<file path="src/rtl/mul_pkg.sv">
// Shared definitions for the execute-stage multiply functional unit.
// MUL_LATENCY is also consumed by the FU_mul cycle counter, so any change here
// must be mirrored by the multiplier pipeline depth.
package mul_pkg;

    localparam int unsigned MUL_WIDTH   = 32;
    localparam int unsigned MUL_LATENCY = 6;
    localparam int unsigned MUL_HALF    = MUL_WIDTH / 2;

    typedef logic [MUL_WIDTH-1:0]   operand_t;
    typedef logic [2*MUL_WIDTH-1:0] product_t;

    // Two's-complement fix-up for the upper product word. The unsigned product
    // of the raw bit patterns over-counts by 2^W * (a_neg ? B : 0) and
    // 2^W * (b_neg ? A : 0); the 2^(2W) cross term vanishes modulo 2^(2W).
    // The returned value is subtracted from the upper half of the product.
    function automatic operand_t signed_hi_correction(input operand_t a, input operand_t b);
        operand_t corr;
        corr = '0;
        if (a[MUL_WIDTH-1]) begin
            corr = corr + b;
        end
        if (b[MUL_WIDTH-1]) begin
            corr = corr + a;
        end
        return corr;
    endfunction

endpackage

</file>
<file path="src/rtl/mul16x16_pp.sv">
// Registered unsigned half-width partial-product multiplier.
// Four of these form the second pipeline stage of the 32x32 multiplier.
module mul16x16_pp
    import mul_pkg::*;
#(
    parameter int unsigned PP_WIDTH = MUL_HALF
) (
    input  logic                  i_clk,
    input  logic                  i_rst,
    input  logic [PP_WIDTH-1:0]   i_a,
    input  logic [PP_WIDTH-1:0]   i_b,
    output logic [2*PP_WIDTH-1:0] o_p
);

    logic [2*PP_WIDTH-1:0] w_a_ext;
    logic [2*PP_WIDTH-1:0] w_b_ext;
    logic [2*PP_WIDTH-1:0] r_p;

    // Zero-extend so the multiply is evaluated at full product width.
    assign w_a_ext = {{PP_WIDTH{1'b0}}, i_a};
    assign w_b_ext = {{PP_WIDTH{1'b0}}, i_b};

    // Register the partial product; synchronous clear flushes it on reset.
    always_ff @(posedge i_clk) begin
        if (i_rst) begin
            r_p <= '0;
        end else begin
            r_p <= w_a_ext * w_b_ext;
        end
    end

    assign o_p = r_p;

endmodule

</file>
<file path="src/rtl/pipelined_multiplier_32x32.sv">
// Fixed-latency, fully pipelined 32x32 -> 64 multiplier for the multiply FU.
// No handshake: the pair sampled at edge n is on P right after edge n+5.
//   Stage 1: operand registers
//   Stage 2: four 16x16 partial products, signed correction term
//   Stage 3: sum of the two middle partial products
//   Stage 4: low-word add (with carry out) and high-word accumulate
//   Stage 5: signed correction applied to the high word
//   Stage 6: carry propagated into the high word, registered to P
module pipelined_multiplier_32x32
    import mul_pkg::*;
#(
    parameter int unsigned WIDTH   = MUL_WIDTH,
    parameter int unsigned LATENCY = MUL_LATENCY,
    parameter bit          SIGNED  = 1'b0
) (
    input  logic                 CLK,
    input  logic                 rst,
    input  logic [WIDTH-1:0]     A,
    input  logic [WIDTH-1:0]     B,
    output logic [2*WIDTH-1:0]   P
);

    localparam int unsigned W = MUL_WIDTH;
    localparam int unsigned H = MUL_HALF;

    // The internal split below is built for the 32-bit, 6-stage configuration only.
    if (WIDTH != MUL_WIDTH || LATENCY != MUL_LATENCY) begin : g_param_check
        $error("pipelined_multiplier_32x32 supports only WIDTH=32, LATENCY=6");
    end

    // Stage 1
    operand_t       r_a;
    operand_t       r_b;
    // Stage 2
    logic [W-1:0]   w_pp_ll;
    logic [W-1:0]   w_pp_lh;
    logic [W-1:0]   w_pp_hl;
    logic [W-1:0]   w_pp_hh;
    operand_t       r_s2_corr;
    // Stage 3
    logic [W:0]     r_s3_mid;
    logic [W-1:0]   r_s3_ll;
    logic [W-1:0]   r_s3_hh;
    operand_t       r_s3_corr;
    // Stage 4
    logic [W:0]     w_s4_lo_sum;
    logic [W-1:0]   w_s4_hi_sum;
    logic [W-1:0]   r_s4_lo;
    logic [W-1:0]   r_s4_hi;
    logic           r_s4_carry;
    operand_t       r_s4_corr;
    // Stage 5
    logic [W-1:0]   r_s5_lo;
    logic [W-1:0]   r_s5_hi;
    logic           r_s5_carry;
    // Stage 6
    product_t       r_p;

    // Stage 1: capture operands every cycle; no enable by design.
    always_ff @(posedge CLK) begin
        if (rst) begin
            r_a <= '0;
            r_b <= '0;
        end else begin
            r_a <= A;
            r_b <= B;
        end
    end

    // Stage 2: unsigned partial products of the operand halves.
    mul16x16_pp #(
        .PP_WIDTH (H)
    ) u_pp_ll (
        .i_clk (CLK),
        .i_rst (rst),
        .i_a   (r_a[H-1:0]),
        .i_b   (r_b[H-1:0]),
        .o_p   (w_pp_ll)
    );

    mul16x16_pp #(
        .PP_WIDTH (H)
    ) u_pp_lh (
        .i_clk (CLK),
        .i_rst (rst),
        .i_a   (r_a[H-1:0]),
        .i_b   (r_b[W-1:H]),
        .o_p   (w_pp_lh)
    );

    mul16x16_pp #(
        .PP_WIDTH (H)
    ) u_pp_hl (
        .i_clk (CLK),
        .i_rst (rst),
        .i_a   (r_a[W-1:H]),
        .i_b   (r_b[H-1:0]),
        .o_p   (w_pp_hl)
    );

    mul16x16_pp #(
        .PP_WIDTH (H)
    ) u_pp_hh (
        .i_clk (CLK),
        .i_rst (rst),
        .i_a   (r_a[W-1:H]),
        .i_b   (r_b[W-1:H]),
        .o_p   (w_pp_hh)
    );

    // Stage 2: signed fix-up term, computed alongside the partial products.
    always_ff @(posedge CLK) begin
        if (rst) begin
            r_s2_corr <= '0;
        end else if (SIGNED) begin
            r_s2_corr <= signed_hi_correction(r_a, r_b);
        end else begin
            r_s2_corr <= '0;
        end
    end

    // Stage 3: combine the two middle partial products; carry kept in bit W.
    always_ff @(posedge CLK) begin
        if (rst) begin
            r_s3_mid  <= '0;
            r_s3_ll   <= '0;
            r_s3_hh   <= '0;
            r_s3_corr <= '0;
        end else begin
            r_s3_mid  <= {1'b0, w_pp_lh} + {1'b0, w_pp_hl};
            r_s3_ll   <= w_pp_ll;
            r_s3_hh   <= w_pp_hh;
            r_s3_corr <= r_s2_corr;
        end
    end

    // Middle sum is weighted by 2^H: low H bits land in the low word, the
    // remaining H+1 bits in the high word. Low-word carry is deferred.
    assign w_s4_lo_sum = {1'b0, r_s3_ll} + {1'b0, r_s3_mid[H-1:0], {H{1'b0}}};
    assign w_s4_hi_sum = r_s3_hh + {{(H-1){1'b0}}, r_s3_mid[W:H]};

    // Stage 4: register the split low/high sums and the low-word carry.
    always_ff @(posedge CLK) begin
        if (rst) begin
            r_s4_lo    <= '0;
            r_s4_hi    <= '0;
            r_s4_carry <= 1'b0;
            r_s4_corr  <= '0;
        end else begin
            r_s4_lo    <= w_s4_lo_sum[W-1:0];
            r_s4_hi    <= w_s4_hi_sum;
            r_s4_carry <= w_s4_lo_sum[W];
            r_s4_corr  <= r_s3_corr;
        end
    end

    // Stage 5: apply the signed correction to the high word (zero when unsigned).
    always_ff @(posedge CLK) begin
        if (rst) begin
            r_s5_lo    <= '0;
            r_s5_hi    <= '0;
            r_s5_carry <= 1'b0;
        end else begin
            r_s5_lo    <= r_s4_lo;
            r_s5_hi    <= r_s4_hi - r_s4_corr;
            r_s5_carry <= r_s4_carry;
        end
    end

    // Stage 6: final carry-propagate into the high word, registered to P.
    always_ff @(posedge CLK) begin
        if (rst) begin
            r_p <= '0;
        end else begin
            r_p <= {r_s5_hi + {{(W-1){1'b0}}, r_s5_carry}, r_s5_lo};
        end
    end

    assign P = r_p;

endmodule

</file>
<file path="config.mk">
export PLATFORM = sky130hd
export DESIGN_NAME = pipelined_multiplier_32x32
export DESIGN_NICKNAME = d
export VERILOG_FILES = /design/src/rtl/mul_pkg.sv /design/src/rtl/mul16x16_pp.sv /design/src/rtl/pipelined_multiplier_32x32.sv
export SDC_FILE = /design/constraint.sdc
export NUM_CORES = 2
export LEC_CHECK = 0
export CORE_ASPECT_RATIO = 1.1
export CORE_MARGIN = 2
export CORE_UTILIZATION = 50
export CTS_BUF_LIST = sky130_fd_sc_hd__clkbuf_2
export CTS_CLUSTER_DIAMETER = 80
export DETAILED_ROUTE_END_ITERATION = 7
export GPL_ROUTABILITY_DRIVEN = 0
export PLACE_DENSITY = 0.66
export SLEW_MARGIN = 30
export SYNTH_ARGS = -nofsm -noshare
export SYNTH_HDL_FRONTEND = slang
export SYNTH_SLANG_ARGS = --single-unit
export TNS_END_PERCENT = 30
</file>
<file path="constraint.sdc">
create_clock -name CLK -period 16.3 [get_ports CLK]
set_clock_uncertainty 0.15 [all_clocks]
set_input_delay 3.26 -clock CLK [delete_from_list [all_inputs] [get_ports CLK]]
set_output_delay 3.26 -clock CLK [all_outputs]
set_load 0.005 [all_outputs]
</file>
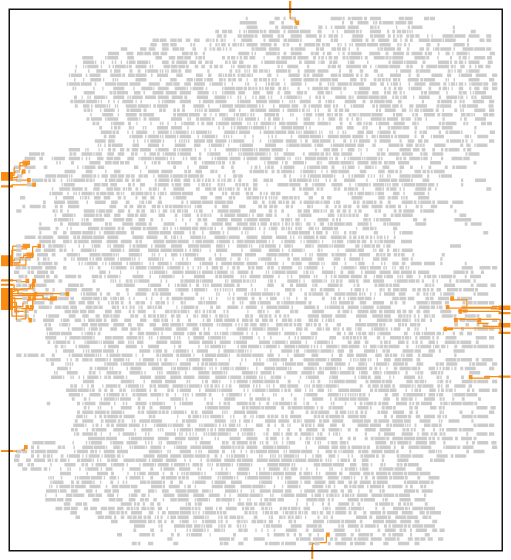
(wires at chosen ports, followed through buffers)
legend:
  `B`:
    colour: orange
    bits: 32
    direction: input
    end_cells: 32
    buffers: 32
    wire: 596 um
I/O pin count: 130
total of buffers placed on input and output ports: 129

==> run_results.csv <==
group,metric,value,unit
status,outcome,"finished clean",
synthesis,ys.warnings.count,0,
synthesis,synthCells,5455,
final_timing,final_hold_viol_count,0,
pwr,p_total,4.16,mW
final_timing,setup_viol_count_final,0,
global_route,gr-max-usage-layer,"met2",
layout,fin_cells,6898,
detailed_routing,route.antenna.remaining_nets,0,
global_route,grt_first_pass_wirelength,191000,um
worst_setup_path,worstPathArrival,8.06,ns
layout,most-common-layout-cells,"inv_1, fa_1, nand2_1",
global_route,grt_usage,23.2,%
clocking,ctsHtreeMaxLevel,3,
die,die_area,103000,um2
run,warning_count,27,
global_route,groute.layer.met1.usage,32.1,%
global_route,grt_overflow,0,
synthesis,synth-edff-count,0,
final_timing,tightestPinTransition,0.883,ns
final_timing,postLayoutSetupSlackWorst,9.20,ns
synthesis,ys_cells,5455,
worst_setup_path,required,17.26,ns
synthesis,syn_avg_cell_area,9.17,um2
clocking,root_buffer,"clkbuf_2",
final_timing,report.final.slew_viol_count,0,
detailed_routing,first_pass_iters,5,
final_timing,fmaxAchievable,141,MHz
final_timing,min_period_over_period,43.6,%
clocking,cts_buffers,121,
pwr,power_frac_seq,34.1,%
die,initial_cell_density_of_the_core,50.5,%
synthesis,ff_type,"dfxtp_1",
pwr,p_int,2.46,mW
synthesis,floorplan.nets,6783,
worst_setup_path,worst-r2r-cell-count,21,
die,num_rows,121,
hold_path,timing.hold.worst_path_depth,1,
clocking,post_cts_resize_count,0,
place,pre_cts_ws,9.24,ns
synthesis,synth_async_reset_ratio,0,%
pwr,netSwitchingPower,1.70,mW
run,maxCapViolations,0,
synthesis,part_of_the_yosys_area_used_for_sequential_elements,19.3,%
die,fp.dieH,336,um
layout,post_route_cells_drive_above_1_share,5.25,%
detailed_routing,post_drt_wl_per_cell,16.6,um
pwr,share_comb_of_total_power,44.7,%
pwr,sw_frac_of_total,41.0,%
global_route,grt_max_degree,100,
worst_setup_path,critical_path_peak_fanout,32,
clocking,clkSinkCount,483,
global_route,grt_use_met3,3.31,%
global_route,antenna_violations_before_repair,3,
pwr,power.leakage,26.4,nW
detailed_routing,vias_per_cell,5.16,
place,dpl_cells,6677,
pwr,power_density,77.6,nW/um2
worst_setup_path,r2r_start,"r_a[8]",
clocking,cts_post_setup_buffers_inserted,0,
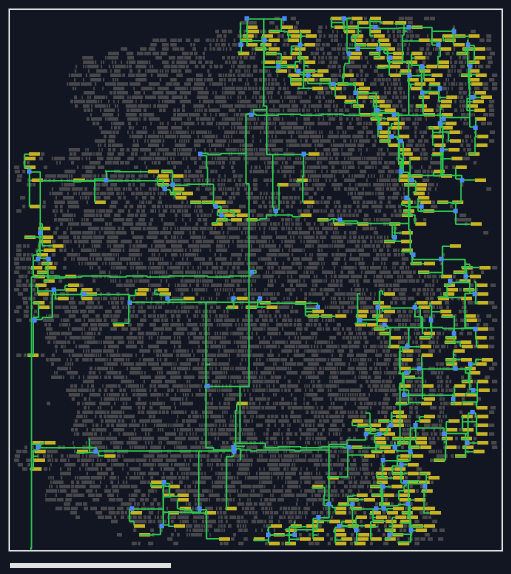
(clock distribution)
Scale bar: 100 um.
legend:
  clock-net drivers:
    colour: blue
    count: 121
  clock wires:
    colour: green
    length: 7070 um
  flip-flops:
    colour: yellow
    count: 483
routed clock nets: 122
clock insertion delay at the later pin of the skew report: 1.36 ns
fraction of power consumed by the clock network: 21.2%
power drawn by the clock network: 0.883 mW

[worst max-delay path: stages (launching register included)]
cell      delay (ns)
dfxtp_1         0.34
buf_4           0.40
nand2_1         0.13
fa_1            0.48
fa_1            0.59
fa_1            0.45
fa_1            0.54
inv_1           0.05
fa_1            0.47
inv_1           0.05
fa_1            0.47
inv_1           0.04
ha_1            0.35
and4_2          0.25
a21oi_1         0.19
or4b_2          0.63
o221ai_1        0.49
a211o_1         0.28
nor3_1          0.07
o22ai_1         0.20
xor2_1          0.17
nor2_1          0.06
[cell usage after synthesis, drive strengths merged, types with 92 or more instances]
cell type / number / area [um2]
a21o: 92 / 692
a21oi: 125 / 629
and2: 481 / 3010
clkbuf: 262 / 993
dfxtp: 483 / 9670
fa: 779 / 15600
ha: 483 / 6040
inv: 916 / 3440
nand2: 633 / 2380
nor2: 267 / 1000
nor2b: 290 / 1810
xnor2: 105 / 920
[metrics by stage]
stage                     instance area (um2)  util (%)
after floorplan                         50000         -
after global placement                  52400      52.9
after detailed placement                52400      52.9
after CTS                               53600      54.2
after global routing                    53600      54.2
final                                   53700      54.2
[power groups by stage]
stage,clock (mW),sequential (mW),combinational (mW)
floorplan,0,1.41,1.39
global placement,0,1.44,1.82
detailed placement,0,1.45,1.84
CTS,0.929,1.42,1.86
global route,0.992,1.43,2.12
finish,0.883,1.42,1.86
[how the worst max path moves through the flow]
stage | slack [ns] | start | cells past startpoint | end
after floorplan | 10.05 | r_b[17] | 21 | u_pp_hh.o_p[28]
after global placement | 9.36 | r_a[23] | 22 | u_pp_hh.o_p[28]
after detailed placement | 9.24 | r_a[23] | 22 | u_pp_hh.o_p[28]
after CTS | 9.27 | r_a[10] | 21 | u_pp_lh.o_p[30]
after global routing | 8.85 | r_a[9] | 21 | u_pp_lh.o_p[30]
final | 9.20 | r_a[8] | 21 | u_pp_lh.o_p[30]
[layout make-up]
| type | instances | area, um2 |
|---|---|---|
| clock inverter | 50 | 375 |
| clock buffer | 168 | 841 |
| fill | 9190 | 45400 |
| sequential | 483 | 9680 |
| inverter | 916 | 3440 |
| antenna | 3 | 7.51 |
| timing repair buffer | 196 | 1800 |
| tap | 1291 | 1620 |
| multi-input combinational | 3791 | 35900 |
[cell families (layout without fill, tap and decap cells)]
family                     Yosys count  in the layout  share of synthesized area (%)
adders and majority gates         1262           1262                           43.3
and+or+nand+nor                   1866           1866                           18.8
muxes                                3              3                         0.0675
xor gates and xnor gates           191            191                           3.34
DFF                                483            483                           19.3
AOI/OAI and AO/OA                  469            469                           6.32
other                                0              3                              0
buffers and inverters             1181           1330                           8.91
[state kept, by name, indices dropped and copies added, names as in the netlist]
signal and count:
r_s5_carry 1, r_s5_hi 32, u_pp_hl.o_p 32, u_pp_hh.o_p 32, r_a 32, u_pp_lh.o_p 32
u_pp_ll.o_p 32, r_b 32, r_s4_carry 1, r_s4_lo 32, r_s3_mid 33, P 64
r_s5_lo 32, r_s4_hi 32, r_s3_hh 32, r_s3_ll 32
[per-layer routing]
metal	vias to the layer above	routed length [um]
met3	161	6620
met1	17600	52400
met5	-	0
met2	976	52700
li1	16800	-
met4	0	2810
Power figures rest on the tool's default switching activity, not on a simulated workload.
